===== src/rtl/pcie_tx_arb.sv =====
// pcie_tx_arb: round-robin arbiter sharing the PCIe VC0 tx port between a completion source and a credit-gated posted source
module pcie_tx_arb (
    input  logic        clk_125,
    input  logic        sys_rst,
    output logic        tx_req,
    input  logic        tx_rdy,
    output logic        tx_st,
    output logic        tx_end,
    output logic [15:0] tx_data,
    input  logic [8:0]  tx_ca_ph,
    input  logic [12:0] tx_ca_pd,
    input  logic        tx_ca_p_recheck,
    input  logic        req0,
    output logic        gnt0,
    input  logic        st0,
    input  logic        end0,
    input  logic [15:0] data0,
    input  logic        req1,
    input  logic [9:0]  len1,
    output logic        gnt1,
    input  logic        st1,
    input  logic        end1,
    input  logic [15:0] data1,
    output logic        busy,
    output logic [15:0] credit_stall_cnt
);
    typedef enum logic [1:0] {IDLE, REQ, XFER} state_t;
    state_t state, state_n;
    logic sel, sel_n, last, last_n, e0, e1, ph_ok, pd_ok;
    logic [10:0] need;
    assign need = ({len1 == 10'd0, len1} + 11'd3) >> 2;
    assign ph_ok = tx_ca_ph[8] | (tx_ca_ph[7:0] != 8'd0);
    assign pd_ok = tx_ca_pd[12] | (tx_ca_pd[11:0] >= {1'b0, need});
    assign e0 = req0;
    assign e1 = req1 & ~tx_ca_p_recheck & ph_ok & pd_ok;
    always_ff @(posedge clk_125) begin
        if (sys_rst) begin
            state <= IDLE;
            sel <= 1'b0;
            last <= 1'b1;
            credit_stall_cnt <= 16'd0;
        end else begin
            state <= state_n;
            sel <= sel_n;
            last <= last_n;
            if (state == IDLE && req1 && !e1 && credit_stall_cnt != 16'hFFFF)
                credit_stall_cnt <= credit_stall_cnt + 16'd1;
        end
    end
    always_comb begin
        state_n = state;
        sel_n = sel;
        last_n = last;
        case (state)
            IDLE: if (e0 | e1) begin
                state_n = REQ;
                sel_n = (e0 & e1) ? ~last : e1;
            end
            REQ: if (tx_rdy) begin
                state_n = XFER;
                last_n = sel;
            end
            XFER: if (sel ? end1 : end0) state_n = IDLE;
            default: state_n = IDLE;
        endcase
    end
    assign tx_req = state == REQ;
    assign gnt0 = state == XFER && !sel;
    assign gnt1 = state == XFER && sel;
    assign busy = state != IDLE;
    assign tx_st = (gnt0 & st0) | (gnt1 & st1);
    assign tx_end = (gnt0 & end0) | (gnt1 & end1);
    assign tx_data = gnt0 ? data0 : gnt1 ? data1 : 16'd0;
endmodule


===== config.mk =====
export PLATFORM = sky130hd
export DESIGN_NAME = pcie_tx_arb
export DESIGN_NICKNAME = d
export VERILOG_FILES = /design/src/rtl/pcie_tx_arb.sv
export SDC_FILE = /design/constraint.sdc
export NUM_CORES = 1
export LEC_CHECK = 0
export ABC_AREA = 0
export ABC_CLOCK_PERIOD_IN_PS = 6600
export CELL_PAD_IN_SITES_DETAIL_PLACEMENT = 1
export CELL_PAD_IN_SITES_GLOBAL_PLACEMENT = 1
export CORE_UTILIZATION = 27
export DETAILED_ROUTE_END_ITERATION = 10
export PLACE_DENSITY_LB_ADDON = 0.15
export SYNTH_ARGS = -nofsm -noshare
export SYNTH_HDL_FRONTEND = slang
export SYNTH_SLANG_ARGS = --single-unit

===== constraint.sdc =====
create_clock -name clk_125 -period 6.6 [get_ports clk_125]
set_clock_uncertainty 0.05 [all_clocks]
set_input_delay 1.32 -clock clk_125 [delete_from_list [all_inputs] [get_ports clk_125]]
set_output_delay 1.32 -clock clk_125 [all_outputs]
set_load 0.005 [all_outputs]

### PDN straps and rails

Scale bar: 20 um. Pins as bars on the die edge. Tap cells in gray.
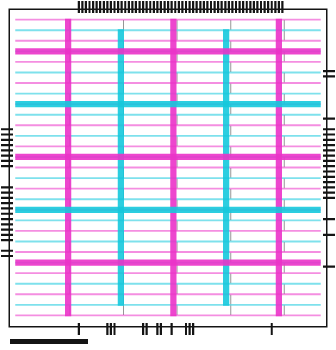
[VDD] cyan
[VSS] magenta
met1 rails: 29
met4 straps: 5
peak supply drop: 0.0733 mV
core area: 0.00599 mm2
DIE WIDTH: 81.4 um
Die Y: 81.4 um

### Placement by cell class

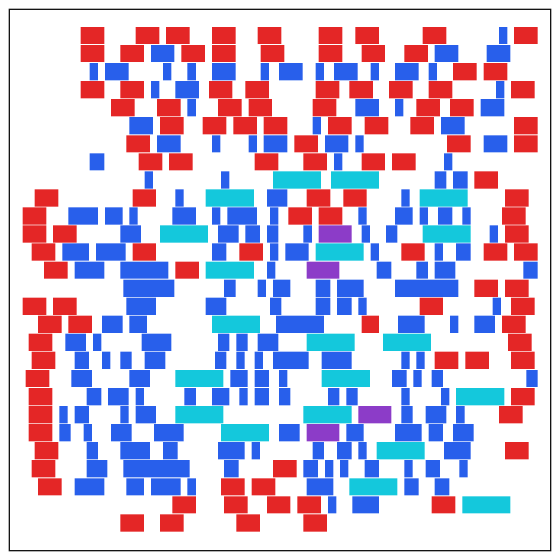
[clock drivers and dummy loads] purple | cells: 4 | share of their area: 1.9%
[remaining logic cells] blue | cells: 180 | share of their area: 45%
[remaining buffers and delay cells] red | cells: 112 | share of their area: 39%
[registers] cyan | cells: 20 | share of their area: 14%
Layout Utilization: 0.491
post-route cell area: 0.00294 mm2
Core Rows: 28
Seq/total area: 0.136

==> reports/results.tsv <==
metric	value	unit
outcome	complete, no violations	
hold_class	register to register	
synthMostInstantiatedCell	nor2_1	
hold_viol_final	0	
post-route-period-util	0.736	
syn_nets	291	
netlist_area	0.00170	mm2
antenna_cells	0	
ys_seq_elements	20	
relSlewSlack	0.258	
use_met3	0.0202	
initCoreUtil	0.284	
via_per_inst	4.79	
maxCapViolations	0	
routabilityCongestion	0.786	
post-cts-setup-buffers	0	
dr.pass1.iters	4	
grt_util_all_layers	0.162	
yosys-stat-area	0.00170	mm2
grt_util_met1	0.188	
crit_fanout	8	
holdBufCountCts	0	
synth_seq_share	0.235	
layout.cells.non_filler	391	
top_cells_by_count	nor2_1 (41), dfxtp_1 (20), mux2i_1 (19)	
whs_path_depth	1	
num_vias	1872	
worst_pin_slew	1110	ps
drt_iter0_drc	88	
routed_wl	5.47	mm
wl_per_cell	14.0	um
yosys_warnings	0	
synth_area_leader_cell	dfxtp_1	
grt_max_degree	30	
regToRegSetupSlack	4320	ps
total_power	335	uW
dp_hpwl	4.52	mm
p_leak	1.08	nW
edf_count	0	
cts_sinks	20	
clock_path_buffers	2	
dp.cells	387	
hold_end	state[0]	
critPathRequiredTime	6700	ps
place_area	0.00289	mm2
rsz0062_at_grt	false	
drive_gt1_frac	0.0538	
met2_usage	0.293	
cts-htree-levels	1	
timing.rr.start	credit_stall_cnt[5]	
port_buffers	111	
worstReg2RegEnd	credit_stall_cnt[13]	
cts-root-buf	clkbuf_8	
powerDensity	114	mW/mm2
ant_nets	0	
final_nets	401	
ys_cells	207	
cp-start-kind	input port	
top_area_frac	0.235	
ff_type	dfxtp_1	
synthTopCellsByArea	dfxtp_1 (24%), mux2i_1 (11%), nor2_1 (9.1%)	
worst-r2r-cell-count	6	
max_freq	0.206	GHz
die_area	0.00662	mm2
critPathKind	input port to register	
end_kind	register	
synth_cell_types	38	
cts_made_buffers	3	
finalSetupTns	0	ps
async_reset_ff_frac	0	
min-delay-start	state[1]	
arrival	4960	ps
cts_resized	0	
min_period	4860	ps
grt_first_pass_wirelength	8.18	mm
avgSynthCellArea	8.21	um2
clk_pin_slew	80	ps
busiest_layer	met2	
cts_tree	done	
warnings	26	
drc	0	
grt_antenna_before_repair	0	
areaGrowthSynthToFinish	73.0	%
slew_violations	0	
grt_pass1_vias	1813	
overflow	0	
fillCellCount	728	
finalSetupViolations	0	
synth_cells	207	
io_pins	112	
### Clock network drawn from the DEF

Scale bar: 20 um.
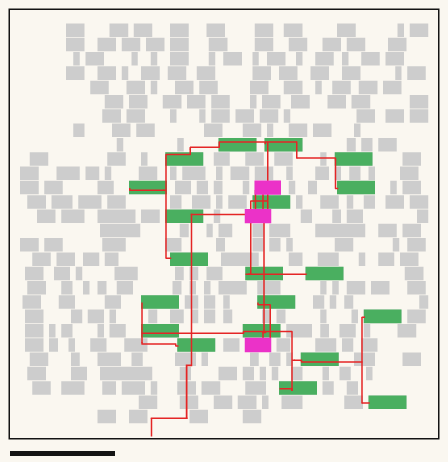
[clock-net drivers] magenta | count: 3
[clock wires] red | length: 320 um
[flip-flops] green | count: 20
routed clock nets: 4
Clk power: 95.3 uW
Clk Latency, worst-skew pair: 260 ps
clock power share: 0.284

==> registers in the layout (all words and copies together) (netlist names) <==
signal	count
credit_stall_cnt	16
state	2
last	1
sel	1
==> per-layer routing <==
layer | part of all wire | vias up
met4 | 0.025 | 0
met2 | 0.53 | 53
met5 | 0 | -
li1 | - | 948
met3 | 0.043 | 10
met1 | 0.40 | 861
==> logic make-up (layout without fill, tap and decap cells) <==
kind of cell               Yosys count  after routing  synth area share
adders and majority gates           10             10            0.0736
muxes                               26             26             0.158
buffers and inverters               19            128            0.0419
DFF                                 20             20             0.235
xor gates and xnor gates            10             10            0.0515
AOI/OAI and AO/OA                   30             30             0.180
and+or+nand+nor                     92             92             0.260
==> critical path, cell delays in order <==
cell and delay, ps:
clkdlybuf4s50_1 500, nor2b_1 330, and4_1 300, nand3_1 130
nor2_1 180, a32oi_1 100, ha_1 200, or4_4 540
a211oi_4 250, o211ai_4 160, a211oi_4 430, nor2b_1 210
mux2_1 320
==> layout make-up <==
type | instances | area (um2) | share of cell area
clock buffer | 4 | 55.1 | 0.0187
inverter | 12 | 45.0 | 0.0153
multi-input combinational | 168 | 1230 | 0.418
sequential | 20 | 400 | 0.136
tap | 75 | 93.8 | 0.0319
timing repair buffer | 112 | 1120 | 0.380
==> stage by stage <==
| step | setup slack, ps | hold WS, ps | utilization |
|---|---|---|---|
| floorplan | 2280 | 399 | - |
| CTS | 1730 | 452 | 0.491 |
| global placement | 1550 | 426 | 0.482 |
| finish | 1740 | 449 | 0.491 |
| detailed placement | 1460 | 440 | 0.482 |
| global route | 1540 | 459 | 0.491 |
==> where the power goes <==
group	switching, mW	internal [mW]	total, mW
registers	0.00526	0.124	0.129
clock network	0.0421	0.0532	0.0953
logic	0.0399	0.0710	0.111
==> layout by cell type, fill, tap and decap left out, types with 2 or more instances in the layout <==
| master | instances |
|---|---|
| a21oi_1 | 7 |
| a211oi_4 | 2 |
| mux2i_1 | 19 |
| nor2_1 | 41 |
| nor2b_1 | 9 |
| mux2_1 | 5 |
| xor2_1 | 3 |
| mux2_2 | 2 |
| a311oi_1 | 2 |
| nand2_1 | 10 |
| a31o_2 | 2 |
| clkbuf_8 | 4 |
| a21o_1 | 5 |
| and2_1 | 3 |
| nand2b_1 | 4 |
| nor4_1 | 4 |
| clkdlybuf4s50_1 | 111 |
| and3_1 | 5 |
| inv_1 | 12 |
| xnor2_1 | 7 |
| and4_1 | 2 |
| nand3_1 | 10 |
| dfxtp_1 | 20 |
| ha_1 | 10 |
| nor3_1 | 3 |
==> how the worst max path moves through the flow <==
stage,endpoint,slack [ps],startpoint,cells after the start
after floorplan,credit_stall_cnt[12],2280,len1[0],13
after global placement,credit_stall_cnt[12],1550,len1[0],14
after detailed placement,credit_stall_cnt[12],1460,len1[2],13
after CTS,credit_stall_cnt[12],1730,len1[2],13
after global routing,credit_stall_cnt[12],1540,len1[1],14
final,credit_stall_cnt[12],1740,len1[2],13
Power figures rest on the tool's default switching activity, not on a simulated workload.
